### src/rtl/vga_capture.sv
// Sink-side VGA timing recovery: turns an active-low hsync/vsync pair plus 1-bit rgb into
// per-pixel (x, y, colour), but only while the incoming timing matches the configured mode.
module vga_capture #(
    parameter int ACTIVE_H_VIDEO = 640,
    parameter int ACTIVE_V_VIDEO = 480,
    parameter int H_PULSE        = 48,
    parameter int HBP            = 100,
    parameter int V_PULSE        = 3,
    parameter int VBP            = 25,
    parameter int H_PIXELS       = 820,
    parameter int V_LINES        = 509
) (
    input  logic       clk_36MHz,
    input  logic       rst,
    input  logic       hsync,
    input  logic       vsync,
    input  logic       red,
    input  logic       green,
    input  logic       blue,
    output logic       pix_valid,
    output logic [9:0] x,
    output logic [9:0] y,
    output logic [2:0] pix_rgb,
    output logic       frame_start,
    output logic       locked,
    output logic [7:0] err_count,
    output logic [1:0] state_dbg
);

    // Handshake: pix_valid qualifies x/y/pix_rgb for exactly one cycle; there is no ready,
    // the sink must take every valid pixel. x/y/pix_rgb are held at 0 whenever pix_valid is 0.

    typedef enum logic [1:0] {
        SEARCH  = 2'd0,
        MEASURE = 2'd1,
        LOCKED  = 2'd2
    } state_t;

    localparam logic [9:0]  H_OFF       = 10'(H_PULSE + HBP + 1);
    localparam logic [9:0]  H_END       = 10'(H_PULSE + HBP + 1 + ACTIVE_H_VIDEO);
    localparam logic [9:0]  V_OFF       = 10'(V_PULSE + VBP + 1);
    localparam logic [9:0]  V_END       = 10'(V_PULSE + VBP + 1 + ACTIVE_V_VIDEO);
    localparam logic [10:0] LINE_LEN    = 11'(H_PIXELS);
    localparam logic [9:0]  FRAME_LINES = 10'(V_LINES);
    localparam logic [9:0]  CNT_MAX     = 10'd1023;

    logic       hs_s1, hs_s2, vs_s1, vs_s2;
    logic [2:0] rgb_s1;
    logic [9:0] h_cnt, v_cnt;
    logic       first_h_done;
    state_t     state;

    logic h_edge, v_edge, h_sat, len_bad, active;
    logic measure_fail, lock_gain, locked_fail, lock_next, show;

    assign h_edge  = !hs_s1 && hs_s2;
    assign v_edge  = !vs_s1 && vs_s2;
    assign h_sat   = (h_cnt == CNT_MAX);
    assign len_bad = h_edge && (({1'b0, h_cnt} + 11'd1) != LINE_LEN);
    assign active  = (h_cnt >= H_OFF) && (h_cnt < H_END) &&
                     (v_cnt >= V_OFF) && (v_cnt < V_END);

    // The very first hsync edge after reset closes a line of unknown length, so it is not judged.
    assign measure_fail = (len_bad && first_h_done) || h_sat;
    assign lock_gain    = !measure_fail && v_edge && (v_cnt == FRAME_LINES);
    assign locked_fail  = len_bad || h_sat || (v_cnt > FRAME_LINES) ||
                          (v_edge && (v_cnt != FRAME_LINES));
    assign lock_next    = ((state == LOCKED) && !locked_fail) ||
                          ((state == MEASURE) && lock_gain);
    assign show         = lock_next && active;
    assign state_dbg    = state;

    always_ff @(posedge clk_36MHz or posedge rst) begin
        if (rst) begin
            hs_s1  <= 1'b1;
            hs_s2  <= 1'b1;
            vs_s1  <= 1'b1;
            vs_s2  <= 1'b1;
            rgb_s1 <= 3'd0;
        end else begin
            hs_s1  <= hsync;
            hs_s2  <= hs_s1;
            vs_s1  <= vsync;
            vs_s2  <= vs_s1;
            rgb_s1 <= {red, green, blue};
        end
    end

    always_ff @(posedge clk_36MHz or posedge rst) begin
        if (rst) begin
            h_cnt        <= CNT_MAX;
            v_cnt        <= 10'd0;
            first_h_done <= 1'b0;
        end else begin
            if (h_edge) begin
                h_cnt        <= 10'd0;
                first_h_done <= 1'b1;
            end else if (!h_sat) begin
                h_cnt <= h_cnt + 10'd1;
            end
            // A vsync edge landing on an hsync edge starts the frame's first line at 1.
            if (v_edge && h_edge)
                v_cnt <= 10'd1;
            else if (v_edge)
                v_cnt <= 10'd0;
            else if (h_edge && (v_cnt != CNT_MAX))
                v_cnt <= v_cnt + 10'd1;
        end
    end

    always_ff @(posedge clk_36MHz or posedge rst) begin
        if (rst) begin
            state     <= SEARCH;
            locked    <= 1'b0;
            err_count <= 8'd0;
        end else begin
            locked <= lock_next;
            case (state)
                SEARCH: begin
                    if (v_edge)
                        state <= MEASURE;
                end
                MEASURE: begin
                    if (measure_fail)
                        state <= SEARCH;
                    else if (lock_gain)
                        state <= LOCKED;
                end
                LOCKED: begin
                    if (locked_fail) begin
                        state <= SEARCH;
                        if (err_count != 8'hFF)
                            err_count <= err_count + 8'd1;
                    end
                end
                default: state <= SEARCH;
            endcase
        end
    end

    always_ff @(posedge clk_36MHz or posedge rst) begin
        if (rst) begin
            frame_start <= 1'b0;
            pix_valid   <= 1'b0;
            x           <= 10'd0;
            y           <= 10'd0;
            pix_rgb     <= 3'd0;
        end else begin
            frame_start <= v_edge;
            pix_valid   <= show;
            if (show) begin
                x       <= h_cnt - H_OFF;
                y       <= v_cnt - V_OFF;
                pix_rgb <= rgb_s1;
            end else begin
                x       <= 10'd0;
                y       <= 10'd0;
                pix_rgb <= 3'd0;
            end
        end
    end

endmodule

### config.mk
export PLATFORM = sky130hd
export DESIGN_NAME = vga_capture
export DESIGN_NICKNAME = d
export VERILOG_FILES = /design/src/rtl/vga_capture.sv
export SDC_FILE = /design/constraint.sdc
export NUM_CORES = 1
export LEC_CHECK = 0
export ABC_AREA = 1
export CORE_AREA = 2 2 83 85
export DETAILED_ROUTE_END_ITERATION = 16
export DIE_AREA = 0 0 85 87
export GPL_ROUTABILITY_DRIVEN = 0
export PLACE_DENSITY = 0.78
export SLEW_MARGIN = 40
export SYNTH_ARGS = -nofsm -noshare
export SYNTH_HDL_FRONTEND = slang
export SYNTH_SLANG_ARGS = --single-unit
### constraint.sdc
create_clock -name clk_36MHz -period 2.4 [get_ports clk_36MHz]
set_clock_uncertainty 0.1 [all_clocks]
set_input_delay 0.48 -clock clk_36MHz [delete_from_list [all_inputs] [get_ports clk_36MHz]]
set_output_delay 0.48 -clock clk_36MHz [all_outputs]
set_load 0.02 [all_outputs]
wires.png
(4 px per micron) Only two layers are drawn.
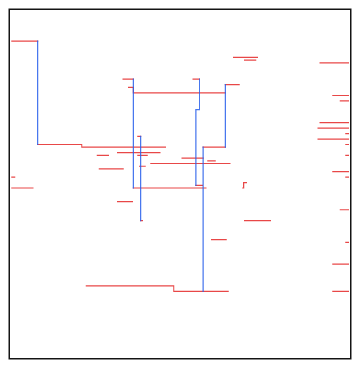
metal 4 -> blue  # wire length 153 microns
metal 3 -> red  # wire length 268 microns
total wire length: 6.81 mm
routed via count: 2,598
wire per inst: 13.4 microns

==> ci_impl_report.md <==
## PnR job results

| Metric | Value |
|---|---|
| Worst Setup End Kind | `flip-flop` |
| Clock network power consumption | `950 uW` |
| Top-count cell post-synth | `nand2_1` |
| FF-to-FF setup slack | `150 ps` |
| Post-route cell area | `4070 sq um` |
| Hold path depth | `0` |
| TritonCTS clock tree | `done` |
| Critical path peak fanout | `12` |
| Top cells by count | `75 x nand2_1, 50 x dfrtp_1, 40 x inv_1` |
| HP Start | `hs_s1$_DFF_PP1_` |
| Antenna viol nets, final | `0` |
| Die H | `87 microns` |
| Top-area cell share | `39.5%` |
| Pre-Place Util | `48.2%` |
| Rel. slew slack | `68.9%` |
| Xor/xnor share | `6.09%` |
| Simple-Gate Fraction of Synth Area | `27.0%` |
| Top cells excl fill/tap | `75 x nand2_1, 50 x dfrtp_1, 42 x clkdlybuf4s50_1` |
| Post_cts resized | `1` |
| P&R area growth vs syn | `28.5%` |
| Ys flop type | `dfrtp_1` |
| 1st-iter DRT viols | `167` |
| Share of cells above drive strength 1 | `19.9%` |
| Final Hold Viols | `0` |
| Largest net degree at the start of global routing | `25` |
| Post-CTS Hold Buffers | `0` |
| Pre-CTS WS | `15.0 ps` |
| Grt met3 use | `4.83%` |
| Yosys adder share | `2.77%` |
| Final tally of setup violations | `0` |
| Skew-Pair Late Insertion Delay | `340 ps` |
| Fin. max-slew vios | `0` |
| Origin of the critical flop-to-flop path | `h_cnt[0]$_DFFE_PP1P_` |
| Peak VDD IR | `0.000355 V` |
| Post-synth ARST share | `100%` |
| Initial antenna violation count | `0` |
| Max-Cap Viols | `0` |
| Met1 WL | `2.87 mm` |
| Mean Syn Cell Area | `8.81 sq um` |
| TNS Setup | `0 ps` |
| Clock power frac | `37.5%` |
| Most frequent logic cell in the layout | `nand2_1` |
| Via/cell ratio | `5.12` |
| Leakage power | `0.00193 uW` |
| Final Util | `61.9%` |
| Min cycle time layout | `2250 ps` |
| Least-Margin Pin Slew | `465 ps` |
| Unique cell types | `36` |
| Critical path type | `reg -> reg` |
| Setup Fix Bufs, Post-CTS | `0` |
| Antenna fix cells | `0` |
| GR Util met2 | `33.7%` |
| OpenROAD warnings | `31` |
| Highest routed layer | `met4` |
| Max frequency | `445 MHz` |
| CP most frequent cell | `nand2_1` |
| #MultiIn Comb | `247` |
| MI comb area | `1410 sq um` |
| Flops after synth | `64` |
| Yosys warning count | `0` |
| Gr ovfl total | `0` |
| Switching share of power | `28.4%` |
| Top power group | `sequential cells` |
| First-pass GRT wire length | `11.0 mm` |
| FP Rows | `30` |
| Buffers outside the clock class | `55` |
| Crit path max-delay cell type | `dfstp_2` |
| Multiplexer area fraction after synthesis | `0%` |
| Placed cell count | `486` |
| Top area cell types | `dfrtp_1 40%, dfstp_2 12%, nand2_1 8.9%` |
| CORE AREA | `6570 sq um` |
| Fin nets | `436` |
| Compound Share, Synth | `6.45%` |
| Number of global-route vias before repair | `2,472` |
| Setup ws final | `152 ps` |
| Drt pass-1 iters | `4` |
| Number of cells on the critical path | `13` |
| # DRC | `0` |
| Inverters | `45` |
| Signal buf overhead | `13.7%` |
| Synthesized Nets | `373` |
| CTS root buf | `clkbuf_8` |
| CTS buffer count | `9` |
| Cells in synth_stat.txt | `359` |
| Clock buffer count | `11` |
| RSZ-0062 raised after global routing | `yes` |
| CP endpoint | `x[0]$_DFF_PP0_` |
| Buffers on Ports | `42` |
| Hold Path Sink | `hs_s2$_DFF_PP1_` |
| Logic share of the area | `34.7%` |
| Largest cell class | `flip-flops and latches` |
| Most Crowded Layer GR | `met2` |
| P_comb | `380 uW` |
| Status | `finished clean` |
| Clock sink count | `64` |
| Sw power | `718 uW` |
| Hold_ws | `269 ps` |
| WP data required | `2580 ps` |
| Seq_cells | `64` |
| Layout Cells excl Fill | `507` |
| Reg-to-reg critical path endpoint | `x[0]$_DFF_PP0_` |
flops_by_reg.png
(6 px per micron)
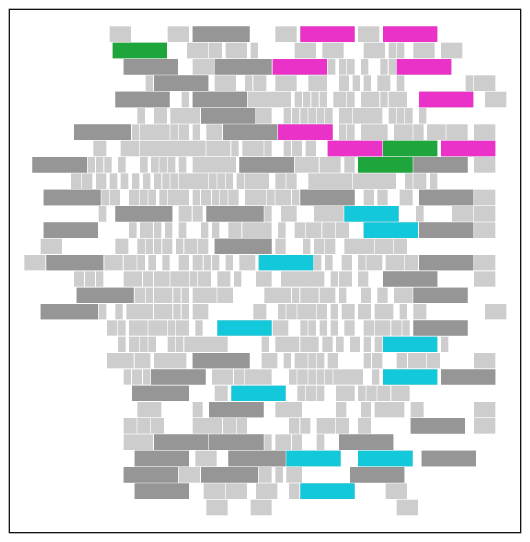
`rgb_s1` -> green  # placed flops 3
`err_count` -> magenta  # placed flops 8
`v_cnt` -> cyan  # placed flops 10
not coloured = 43
Sequential Area: 1620 sq um
fraction of area in registers: 39.8%
seq pwr: 1200 uW

Power and IR drop assume default switching activity.
